==> config.mk <==
export PLATFORM = sky130hd
export DESIGN_NAME = sensor_scan_mux
export DESIGN_NICKNAME = d
export VERILOG_FILES = /design/src/rtl/sensor_mux_pkg.sv /design/src/rtl/sensor_scan_mux_chan_select.sv /design/src/rtl/sensor_scan_mux.sv
export SDC_FILE = /design/constraint.sdc
export NUM_CORES = 1
export LEC_CHECK = 0
export ABC_CLOCK_PERIOD_IN_PS = 3300
export CAP_MARGIN = 10
export CORE_MARGIN = 4
export CORE_UTILIZATION = 43
export CTS_BUF_LIST = sky130_fd_sc_hd__clkbuf_8 sky130_fd_sc_hd__clkbuf_16
export DETAILED_ROUTE_END_ITERATION = 7
export PLACE_DENSITY_LB_ADDON = 0.12
export SETUP_SLACK_MARGIN = 0.5
export SLEW_MARGIN = 25
export SYNTH_ARGS = -nofsm -noshare
export SYNTH_HDL_FRONTEND = slang
export SYNTH_HIERARCHICAL = 1
export SYNTH_SLANG_ARGS = --single-unit
==> constraint.sdc <==
create_clock -name clk -period 3.3 [get_ports clk]
set_clock_uncertainty 0.2 [all_clocks]
set_input_delay 0.825 -clock clk [delete_from_list [all_inputs] [get_ports clk]]
set_output_delay 0.825 -clock clk [all_outputs]
set_load 0.1 [all_outputs]
==> src/rtl/sensor_mux_pkg.sv <==
// Shared types and helpers for the sensor scan multiplexer.
package sensor_mux_pkg;

    typedef enum logic [2:0] {
        ST_IDLE,
        ST_MAN,
        ST_SCAN,
        ST_HOLD,
        ST_DONE
    } state_t;

    localparam logic MODE_MANUAL = 1'b0;
    localparam logic MODE_SCAN   = 1'b1;

    // LSB position of channel ch in a flattened bus of width-bit channels.
    function automatic int unsigned slice_lsb(input int unsigned ch, input int unsigned width);
        return ch * width;
    endfunction

endpackage

==> src/rtl/sensor_scan_mux_chan_select.sv <==
// Combinational NCH:1 channel mux; selects beyond the last channel clamp to NCH-1.
module chan_select
    import sensor_mux_pkg::*;
#(
    parameter int unsigned WIDTH = 4,
    parameter int unsigned NCH   = 4,
    parameter int unsigned SELW  = 2
) (
    input  logic [NCH*WIDTH-1:0] ch_data,
    input  logic [SELW-1:0]      sel,
    output logic [WIDTH-1:0]     data_c,
    output logic [SELW-1:0]      ch_c
);

    localparam logic [SELW-1:0] LAST_CH = SELW'(NCH - 1);

    logic [WIDTH-1:0] chans [NCH];

    for (genvar k = 0; k < NCH; k++) begin : g_chan
        assign chans[k] = ch_data[slice_lsb(k, WIDTH) +: WIDTH];
    end

    assign ch_c = (32'(sel) >= NCH) ? LAST_CH : sel;

    always_comb begin
        data_c = '0;
        for (int unsigned k = 0; k < NCH; k++) begin
            if (ch_c == SELW'(k)) begin
                data_c = chans[k];
            end
        end
    end

endmodule

==> src/rtl/sensor_scan_mux.sv <==
// Light-sensor channel mux: manual select or round-robin scan that reports the brightest channel.
module sensor_scan_mux
    import sensor_mux_pkg::*;
#(
    parameter int unsigned WIDTH = 4,
    parameter int unsigned NCH   = 4,
    parameter int unsigned SELW  = 2
) (
    input  logic                 clk,
    input  logic                 rst,
    input  logic [NCH*WIDTH-1:0] ch_data,
    input  logic                 mode,
    input  logic [SELW-1:0]      man_sel,
    input  logic                 start,
    output logic [WIDTH-1:0]     out_data,
    output logic [SELW-1:0]      out_ch,
    output logic                 out_valid,
    input  logic                 out_ready,
    output logic [SELW-1:0]      best_ch,
    output logic [WIDTH-1:0]     best_val,
    output logic                 sweep_done,
    output logic                 busy
);

    localparam logic [SELW-1:0] LAST_CH = SELW'(NCH - 1);

    state_t           state, state_n;
    logic [SELW-1:0]  idx, idx_n;
    logic [SELW-1:0]  max_ch, max_ch_n;
    logic [WIDTH-1:0] max_val, max_val_n;
    logic [WIDTH-1:0] out_data_n;
    logic [SELW-1:0]  out_ch_n;
    logic             out_valid_n;
    logic [SELW-1:0]  best_ch_n;
    logic [WIDTH-1:0] best_val_n;
    logic             sweep_done_n;
    logic             busy_n;

    logic [SELW-1:0]  sel_c;
    logic [WIDTH-1:0] sel_data_c;
    logic [SELW-1:0]  sel_ch_c;
    logic             accept_c;
    logic             free_c;

    // One shared mux: the manual select drives it only while in MAN.
    assign sel_c    = (state == ST_MAN) ? man_sel : idx;
    assign accept_c = out_valid && out_ready;
    assign free_c   = !out_valid || out_ready;

    chan_select #(
        .WIDTH (WIDTH),
        .NCH   (NCH),
        .SELW  (SELW)
    ) u_chan_select (
        .ch_data (ch_data),
        .sel     (sel_c),
        .data_c  (sel_data_c),
        .ch_c    (sel_ch_c)
    );

    always_ff @(posedge clk or posedge rst) begin
        if (rst) begin
            state      <= ST_IDLE;
            idx        <= '0;
            max_ch     <= '0;
            max_val    <= '0;
            out_data   <= '0;
            out_ch     <= '0;
            out_valid  <= 1'b0;
            best_ch    <= '0;
            best_val   <= '0;
            sweep_done <= 1'b0;
            busy       <= 1'b0;
        end else begin
            state      <= state_n;
            idx        <= idx_n;
            max_ch     <= max_ch_n;
            max_val    <= max_val_n;
            out_data   <= out_data_n;
            out_ch     <= out_ch_n;
            out_valid  <= out_valid_n;
            best_ch    <= best_ch_n;
            best_val   <= best_val_n;
            sweep_done <= sweep_done_n;
            busy       <= busy_n;
        end
    end

    always_comb begin
        state_n      = state;
        idx_n        = idx;
        max_ch_n     = max_ch;
        max_val_n    = max_val;
        out_data_n   = out_data;
        out_ch_n     = out_ch;
        out_valid_n  = out_valid;
        best_ch_n    = best_ch;
        best_val_n   = best_val;
        sweep_done_n = 1'b0;
        busy_n       = busy;

        case (state)
            ST_IDLE: begin
                if (mode == MODE_MANUAL) begin
                    state_n = ST_MAN;
                end else if (start) begin
                    state_n   = ST_SCAN;
                    idx_n     = '0;
                    max_val_n = '0;
                    max_ch_n  = '0;
                    busy_n    = 1'b1;
                end
            end
            ST_MAN: begin
                // Leave only with no beat pending so a presented sample is never dropped.
                if (free_c) begin
                    if (mode == MODE_SCAN) begin
                        out_valid_n = 1'b0;
                        state_n     = ST_IDLE;
                    end else begin
                        out_data_n  = sel_data_c;
                        out_ch_n    = sel_ch_c;
                        out_valid_n = 1'b1;
                    end
                end
            end
            ST_SCAN: begin
                out_data_n  = sel_data_c;
                out_ch_n    = sel_ch_c;
                out_valid_n = 1'b1;
                // Strict compare keeps the lower index on ties; channel 0 always seeds the max.
                if ((idx == '0) || (sel_data_c > max_val)) begin
                    max_val_n = sel_data_c;
                    max_ch_n  = idx;
                end
                state_n = ST_HOLD;
            end
            ST_HOLD: begin
                if (accept_c) begin
                    out_valid_n = 1'b0;
                    if (idx == LAST_CH) begin
                        state_n = ST_DONE;
                    end else begin
                        idx_n   = idx + SELW'(1);
                        state_n = ST_SCAN;
                    end
                end
            end
            ST_DONE: begin
                best_ch_n    = max_ch;
                best_val_n   = max_val;
                sweep_done_n = 1'b1;
                busy_n       = 1'b0;
                state_n      = ST_IDLE;
            end
            default: begin
                state_n = ST_IDLE;
            end
        endcase
    end

endmodule

### Metal layers overlaid, run 1

Scale bar: 20 um.
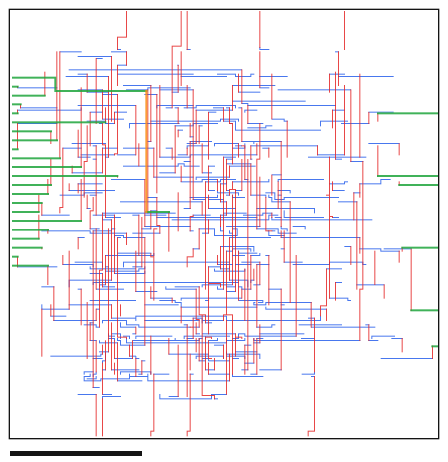
- blue: met1 (wire length 1420 um)
- green: met3 (wire length 176 um)
- red: met2 (wire length 1420 um)
- orange: met4 (wire length 18.4 um)
average wire length per cell after detail routing: 14.49 um
number of vias in the routed layout: 1061
Global Route Usage Sum: 0.1588

### Placed standard cells, run 1

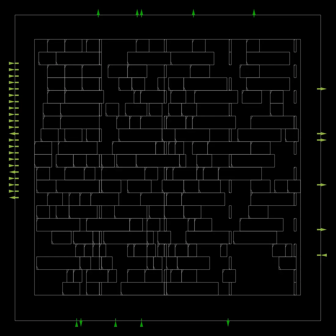
Util after Layout: 0.6492
share of cell area taken by flip-flops and latches: 0.3256
non-filler instance count after layout: 209
Core Rows: 20

### I/O pins on the die edge, run 1

Pins as bars across the die edge, other pins in grey.
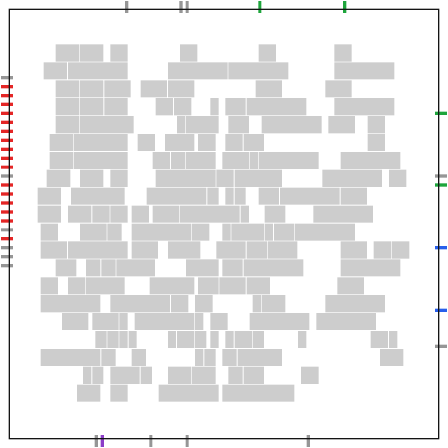
- red: `ch_data` (pins 16; direction input; edge west)
- purple: `out_valid` (pins 1; direction output; edge south)
- green: `best_val` (pins 4; direction output; edge 2 north, 2 east)
- blue: `best_ch` (pins 2; direction output; edge east)
chip height: 65.01 um
number of port buffers: 37
x dimension of the die: 65.01 um

### Routed clock nets over the placement, run 1

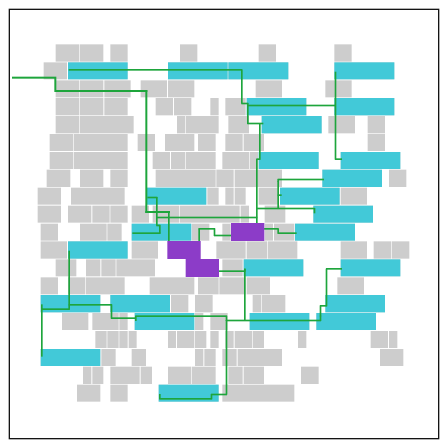
- purple: cells driving clock nets (count 3)
- cyan: flip-flops (count 26)
- green: clock wires (length 311 um)
- routed clock nets: 4
Clock Power Share: 0.117
Power Clock: 0.262 mW
insertion delay of the later-clocked pin in the worst-skew pair: 270 ps

==> results.txt, run 1 <==
Implementation status.

- The run finished with clean final reports.
- The source of the worst hold timing path is max_ch[1].
- Once routing completed, OpenROAD measured the worst setup slack at approximately 390 ps.
- Of the total power, combinational logic draws 0.655.
- The total negative slack is 0 ps.
- The cell at the slowest stage of the critical path is mux4_2.
- The met1 routed wirelength after detailed routing is between 1 and 1.5 mm.
- The layout clock buffer count is 3.
- Counting I/O delays and the setup requirement, the final critical path takes between 2000 and 3000 ps.
- dfrtp_1 is the most common cell in the netlist.
- The cell class ranked first by area is logic gates.
- The combinational family with the most area after synthesis is multiplexers.
- In the setup report, the worst path falls into the class in2reg.
- Of the total synthesized cell area, the portion taken by AND-OR and OR-AND cells is 0.1164.
- The number of antenna violations at the first check in global routing was 0.
- After synthesis, the most frequently instantiated cells are 26 x dfrtp_1, 12 x mux2_2, 8 x inv_1, 8 x nor2_1.
- The group with the largest share of power is combinational cells.
- The launch point of the critical path was reported as man_sel[0].
- The number of iterations in the first detailed-routing pass is 4.
- The switching power total is about 1.0 mW.
- The number of top-level design ports is 38.
- The report puts the cell count of the worst reg-to-reg path at 10.
- The delay contributed by the slowest stage of the critical path is just under 600 ps.
- Of the cells placed in the final design, the portion with a size suffix greater than 1 is 0.4061.
- The worst register-to-register path begins at state[0].
- The final setup violation count is 0.
- STA classifies the critical path startpoint as an input port.
- The length of routed met2 wiring is around 1.4 mm.
- met2 track demand over resource after global routing is 0.2682.
- Hold repair after CTS inserted 0 buffers.
- Counting every net in the synthesized netlist gives between 100 and 150.
- Setup repair after global routing could not meet its margin everywhere.
- The maximum number of pins on one net before global-route repair is 27.
- Of all flip-flops after synthesis, the portion carrying an async set or reset was 1.000.
- The worst reg2reg path endpoint is max_val[3].
- The most numerous logic cell after layout is buf_4.
- The number of cells produced by synthesis is roughly 110.
- Across all hold checks on the routed design, the worst slack comes to 307.7 ps.
- The largest area contributor in the synthesized netlist is dfrtp_1.
- The number of clock sinks is 26.
- The HPWL reported at the end of detailed placement is around 2.3 mm.
- For this run, the chip area from Yosys synthesis comes to roughly 1400 um^2.
- The clock tree root driver cell is clkbuf_8.
- The multi-input combinational area share is 0.3713.
- The routed design shows a via density per instance of ~5.1.
- Measured on the final layout, buffering overhead outside the clock network stands at 0.2248.
- The worst setup path is captured at a flip-flop.
- Summing all flip-flop and latch instances after layout gives approximately 650 um^2.
- Counting the warning lines in the Yosys log gives 6.
- Summed over all layers, the routed wires come to roughly 3.0 mm.
- The critical-path maximum fanout is 6.
- In this run the maximum-capacitance check reported violations numbering 0.
- The final hold violation count is 0.
- The count of cells along the worst hold path is 1.
- The unique cell type count in the Yosys netlist is 30.
- The share of synthesized area in the top cell type comes to 0.4655.
- Including well taps, the total number of placed cells is roughly 200.
- The maximum ir drop on the vdd rail is around 0.00064 V.
- In this run the tools logged warnings totalling 30.
- The final layout contains a sequential cell count of 26.
- The largest delay contributor family on the critical path is AND-OR/OR-AND gates.
- The worst-margin pin slew is ~400 ps.
- The placement summary gives the final routability congestion estimate as 0.8135.
- The area fraction in and, or, nand and nor cells after synthesis is 0.1325.
- The critical path data arrival time is around 2900 ps.
- The internal power consumption is around 1.2 mW.
- Buffers added to address setup during post-CTS repair amount to 5.
- According to the floorplan report, the total die area is 4226 um^2.
- Looking at the clock tree report, the maximum root-to-sink buffer count equals 2.
- Per the TritonCTS log, the buffer count is 3.
- In the layout the commonest cells are 29 x buf_4, 26 x dfrtp_1, 20 x clkdlybuf4s50_1.
- The share of the Yosys chip area taken by registers is 0.4655.
- The worst reg-to-reg setup slack is 400 ps.
- The mapped cell area is between 1000 and 1500 um^2.
- In the final layout, the registers with the most flip-flops are best_val: 4 flops, max_val: 4 flops, out_data: 4 flops.
- The tightest min-delay check is of the reg2reg type.
- The number of ordinary and repair buffers in the finished layout is ~52.
- The post-synthesis to final-layout area growth is 42.97%.
- Counting pins that exceed their max-slew limit in the final report gives 0.
- The final design was reported to hold multi-input combinational gates totalling ~75.
- The synthesized netlist was found by Yosys to have 114 cells.
- In this run, the synthesized area fraction spent on xor and xnor cells is recorded as 0.
- The met3 capacity usage during global routing is 0.03640.
- The final design area excluding fillers is about 2000 um^2.
- Overall power consumption after layout is estimated at roughly 2.2 mW.
- After detailed routing, the number of remaining DRC violations is 0.
- The count of antenna-violating nets left after detailed routing is 0.
### I/O nets highlighted, run 1

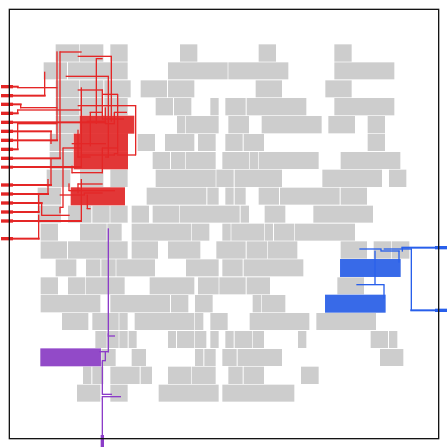

==> run 1 -> run 2 <==
==> constraint.sdc (replaced) <==
create_clock -name clk -period 3.3 [get_ports clk]
set_clock_uncertainty 0.2 [all_clocks]
set_input_delay 0.825 -clock clk [delete_from_list [all_inputs] [get_ports clk]]
set_output_delay 0.825 -clock clk [all_outputs]
set_load 0.02 [all_outputs]
### I/O nets highlighted, run 2

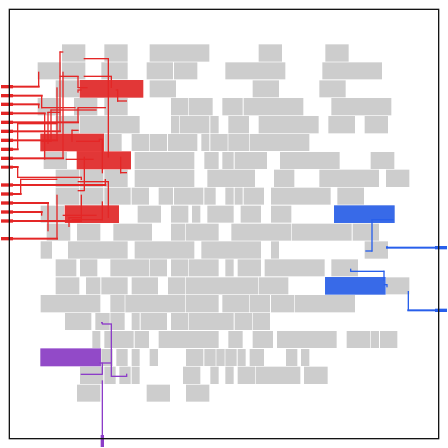
- purple: `out_valid` (direction output; end cells 1; buffers 1; wire 27.4 um)
- red: `ch_data` (direction input; end cells 4; buffers 16; wire 299 um)
- blue: `best_ch` (direction output; end cells 2; buffers 2; wire 31.5 um)
number of top-level pins: 38

==> results.txt, run 2 <==
Implementation status.

- The portion of total power attributed to combinational logic was 0.587 (-0.068).
- The register share after synthesis is 0.4655 (unchanged).
- In the layout the commonest cells are 35 x clkdlybuf4s50_1, 26 x dfrtp_1, 15 x buf_4.
- The tally of non-filler cells in the final layout is 210 (+0.48%).
- The run finished with clean final reports.
- The critical-path maximum fanout is 6 (unchanged).
- The number of buffers added for setup after CTS is 6 (+1).
- The count of antenna-violating nets left after detailed routing is 0 (unchanged).
- Per the timing report, the most critical flop-to-flop path originates at state[2].
- The total design power came to 1.866 mW (-16%).
- The sequential portion of the cell area was 0.3218 (-0.003828).
- The insertion delay to the later sink of the worst-skew pair is 270 ps (about the same).
- The ratio of cells with drive above 1 in the final layout is 0.2892 (-0.1169).
- The post-placement cell count is 199 (unchanged).
- The maximum ir drop on the vdd rail was 0.0005552 V (-13%).
- The worst setup path is of the reg2reg kind.
- The largest delay contributor family on the critical path is AND-OR/OR-AND gates.
- The critical path data arrival time is 2940 ps (+20 ps).
- The kind of launch point of the worst setup path is a flip-flop.
- The combinational family with the most area after synthesis is multiplexers.
- The area share of the leading cell type in the synthesized netlist is 0.4655 (unchanged).
- The post-synthesis to final-layout area growth is 44.67%.
- The register area is 650.6 um^2 (unchanged).
- The mapped cell area was 1398 um^2 (unchanged).
- The number of iterations in the first detailed-routing pass is 4 (unchanged).
- The area fraction in and, or, nand and nor cells after synthesis is 0.1325 (unchanged).
- The hold-fix buffer count after cts is 0 (unchanged).
- The biggest slice of the area belongs to logic gates.
- The post-layout utilization of the core is 0.6569 (+0.007724).
- The length of routed met2 wiring was 1.450 mm (+2.3%).
- The delay contributed by the slowest stage of the critical path is 620 ps (+30 ps).
- Setup repair after global routing could not meet its margin everywhere.
- The tally of max-capacitance violations is 0 (unchanged).
- The count of cells along the worst hold path is 1 (unchanged).
- Looking at the group totals, the largest power group turns out to be combinational cells.
- The proportion of register bits with asynchronous set or reset after synthesis is 1.000 (unchanged).
- The final critical-path required period is 2979 ps (+66.88 ps).
- The number of DRC violations after detailed routing came to 0 (unchanged).
- The power drawn by the clock network is 0.264 mW (about the same).
- The portion of the layout cell area used by non-clock buffers came to 0.2413 (+0.01654).
- The multi-input combinational area share was 0.3595 (-0.01179).
- The number of cell instances after yosys synthesis is 114 (unchanged).
- The total negative slack is 0 ps (unchanged).
- The average vias per placed instance is 5.071 (-0.10%).
- The total wire length after detailed routing is 3.045 mm (+0.56%).
- The clock network fraction of total power is 0.142 (+0.025).
- The worst-margin pin slew came to 417.2 ps (+17.85 ps).
- The library cell with the highest instance count after synthesis is dfrtp_1.
- The worst-case clock buffer depth is 2 (unchanged).
- The met3 capacity usage during global routing is 0.04506 (+0.008666).
- The post-synthesis chip area from yosys is 1398 um^2 (unchanged).
- The count of vias placed by the detailed router was 1065 (+0.38%).
- The routed length per instance is 14.50 um (about the same).
- The HPWL reported at the end of detailed placement is 2.256 mm (-1.3%).
- The internal power consumption is 1.175 mW (-0.71%).
- Per STA, the startpoint of the critical path is state[2].
- The largest area contributor in the synthesized netlist is dfrtp_1.
- The floorplan row count is 20 (unchanged).
- The launch point of the worst min-delay path is recorded as max_ch[1].
- The slowest stage of the critical path belongs to the cell mux4_1.
- The synthesis run shows the most used standard cells to be 26 x dfrtp_1, 12 x mux2_2, 8 x inv_1, 8 x nor2_1.
- The library cell used most frequently in the layout, excluding fill and tap cells, is clkdlybuf4s50_1.
- The worst register-to-register path ends at max_ch[0].
- The final setup violation count is 0 (unchanged).
- The share of the synthesized netlist area taken by xor and xnor gates is 0 (unchanged).
- The number of logic gates is 75 (unchanged).
- The met2 track utilization from global routing is 0.2720 (+0.003831).
- The final hold violation count is 0 (unchanged).
- The final tally of max-slew violations is 0 (unchanged).
- The type of the tightest min-delay check is reg2reg.
- The final estimated routing congestion in global placement came to 0.8479 (+4.2%).
- The number of clock sinks is 26 (unchanged).
- The tree is rooted in a clkbuf_8.
- The die boundary height is 65.01 um (unchanged).
- The synthesized netlist net count is 143 (unchanged).
- The registers reported with the highest flop counts are best_val: 4 flops, max_val: 4 flops, out_data: 4 flops.
- The number of warning messages in the logs is 30 (unchanged).
- The layout clock buffer count is 3 (unchanged).
- The final design area excluding fillers was 2022 um^2 (+1.2%).
- The maximum number of pins on one net before global-route repair is 27 (unchanged).
### Routed clock nets over the placement, run 2

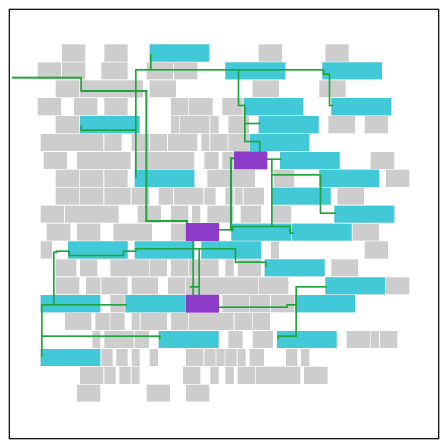
- purple: cells driving clock nets (count 3)
- cyan: flip-flops (count 26)
- green: clock wires (length 328 um)
- routed clock nets: 4

### I/O pins on the die edge, run 2

Pins as bars across the die edge, other pins in grey.
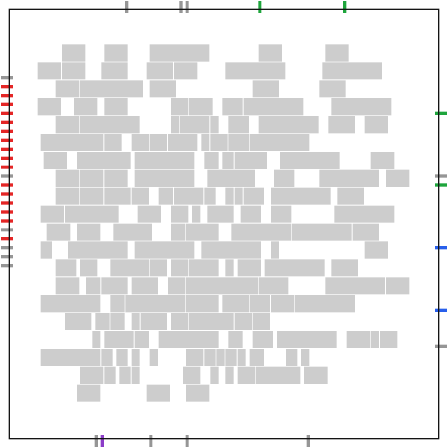

==> run 2 -> run 3 <==
--- a/config.mk
+++ b/config.mk
@@ -5,7 +5,7 @@
 export SDC_FILE = /design/constraint.sdc
 export NUM_CORES = 1
 export LEC_CHECK = 0
-export ABC_CLOCK_PERIOD_IN_PS = 3300
+export ABC_CLOCK_PERIOD_IN_PS = 2600
 export CAP_MARGIN = 10
 export CORE_MARGIN = 4
 export CORE_UTILIZATION = 43
==> constraint.sdc (replaced) <==
create_clock -name clk -period 2.6 [get_ports clk]
set_clock_uncertainty 0.2 [all_clocks]
set_input_delay 0.65 -clock clk [delete_from_list [all_inputs] [get_ports clk]]
set_output_delay 0.65 -clock clk [all_outputs]
set_load 0.02 [all_outputs]
### I/O pins on the die edge, run 3

Pins as bars across the die edge, other pins in grey.
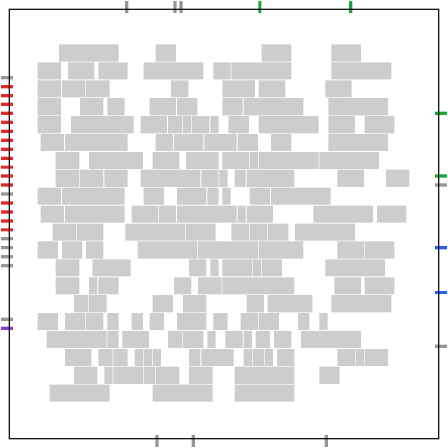
- purple: `out_valid` (pins 1; direction output; edge west)
- red: `ch_data` (pins 16; direction input; edge west)
- green: `best_val` (pins 4; direction output; edge 2 north, 2 east)
- blue: `best_ch` (pins 2; direction output; edge east)

### Placed standard cells, run 3

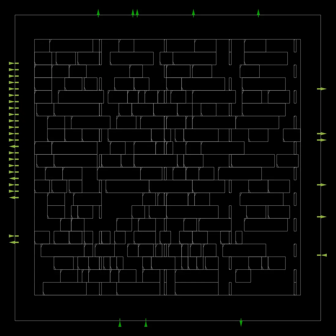
Util after Layout: 0.6683
Tap Count: 44
number of filler instances in the final layout: 262
sequential cell count: 26

==> results.txt, run 3 <==
Implementation status.

- The ratio of cells with drive above 1 in the final layout was 0.2976 (+0.008462).
- The number of clock sinks is 26 (unchanged).
- The insertion delay to the later sink of the worst-skew pair is 280 ps (about the same).
- The number of DRC violations after detailed routing came to 0 (unchanged).
- The number of logic gates was 75 (unchanged).
- The synthesized netlist net count is 143 (unchanged).
- In the final layout, the registers with the most flip-flops are best_val: 4 flops, max_val: 4 flops, out_data: 4 flops.
- On the critical path, the stage with the largest delay is an instance of mux4_1.
- The tally of max-capacitance violations is 0 (unchanged).
- The die boundary height is 65.01 um (unchanged).
- The final worst slack is -418.7 ps.
- The number of warning messages in the logs was 30 (unchanged).
- STA reports the tightest min-delay check as being of type reg2reg.
- The source of the worst hold timing path is best_ch[0].
- In the layout the commonest cells are 26 x dfrtp_1, 22 x clkdlybuf4s50_1, 17 x buf_4.
- The critical-path maximum fanout is 6 (unchanged).
- The delay contributed by the slowest stage of the critical path came to 620 ps (about the same).
- The length of routed met2 wiring is 1.495 mm (+3.1%).
- The proportion of register bits with asynchronous set or reset after synthesis was 1.000 (unchanged).
- The met3 capacity usage during global routing is 0.03466 (-0.01040).
- The most common logic cell in the final layout is dfrtp_1.
- The area fraction in and, or, nand and nor cells after synthesis is 0.1325 (unchanged).
- Looking at area per cell type in the netlist, the leader is dfrtp_1.
- Setup repair after global routing could not meet its margin everywhere.
- The register share after synthesis is 0.4655 (unchanged).
- The final setup violation count is 6 (+6).
- The worst reg2reg path endpoint is max_ch[0].
- The mapped cell area is 1398 um^2 (unchanged).
- The total design power is 2.385 mW (+28%).
- The final critical-path required period was 3019 ps (+39.60 ps).
- In the synthesized netlist, the cells that appear most often are 26 x dfrtp_1, 12 x mux2_2, 8 x inv_1, 8 x nor2_1.
- The area share of the leading cell type in the synthesized netlist is 0.4655 (unchanged).
- The post-synthesis chip area from yosys is 1398 um^2 (unchanged).
- The final reports fail on setup timing.
- The post-placement cell count is 205 (+3.0%).
- The power drawn by the clock network is 0.339 mW (+28%).
- The critical path in this run is classified as reg2reg.
- The routed length per instance is 14.49 um (about the same).
- In this run the critical register-to-register path is launched from state[0].
- The number of cell instances after yosys synthesis is 114 (unchanged).
- The portion of total power attributed to combinational logic was 0.591 (+0.004).
- For reference, the critical path is launched at state[0].
- The maximum ir drop on the vdd rail is 0.0005423 V (-2.3%).
- The floorplan row count is 20 (unchanged).
- The clock tree root driver cell is clkbuf_8.
- The critical path data arrival time is 2990 ps (+50 ps).
- The run finished, with violations left.
- The tally of non-filler cells in the final layout is 212 (+0.95%).
- The final tally of max-slew violations is 0 (unchanged).
- The register area was 650.6 um^2 (unchanged).
- The HPWL reported at the end of detailed placement was 2.338 mm (+3.7%).
- The internal power consumption is 1.496 mW (+27%).
- The count of vias placed by the detailed router is 1076 (+1.0%).
- The total wire length after detailed routing is 3.071 mm (+0.85%).
Power is estimated from default activity; no workload was simulated.
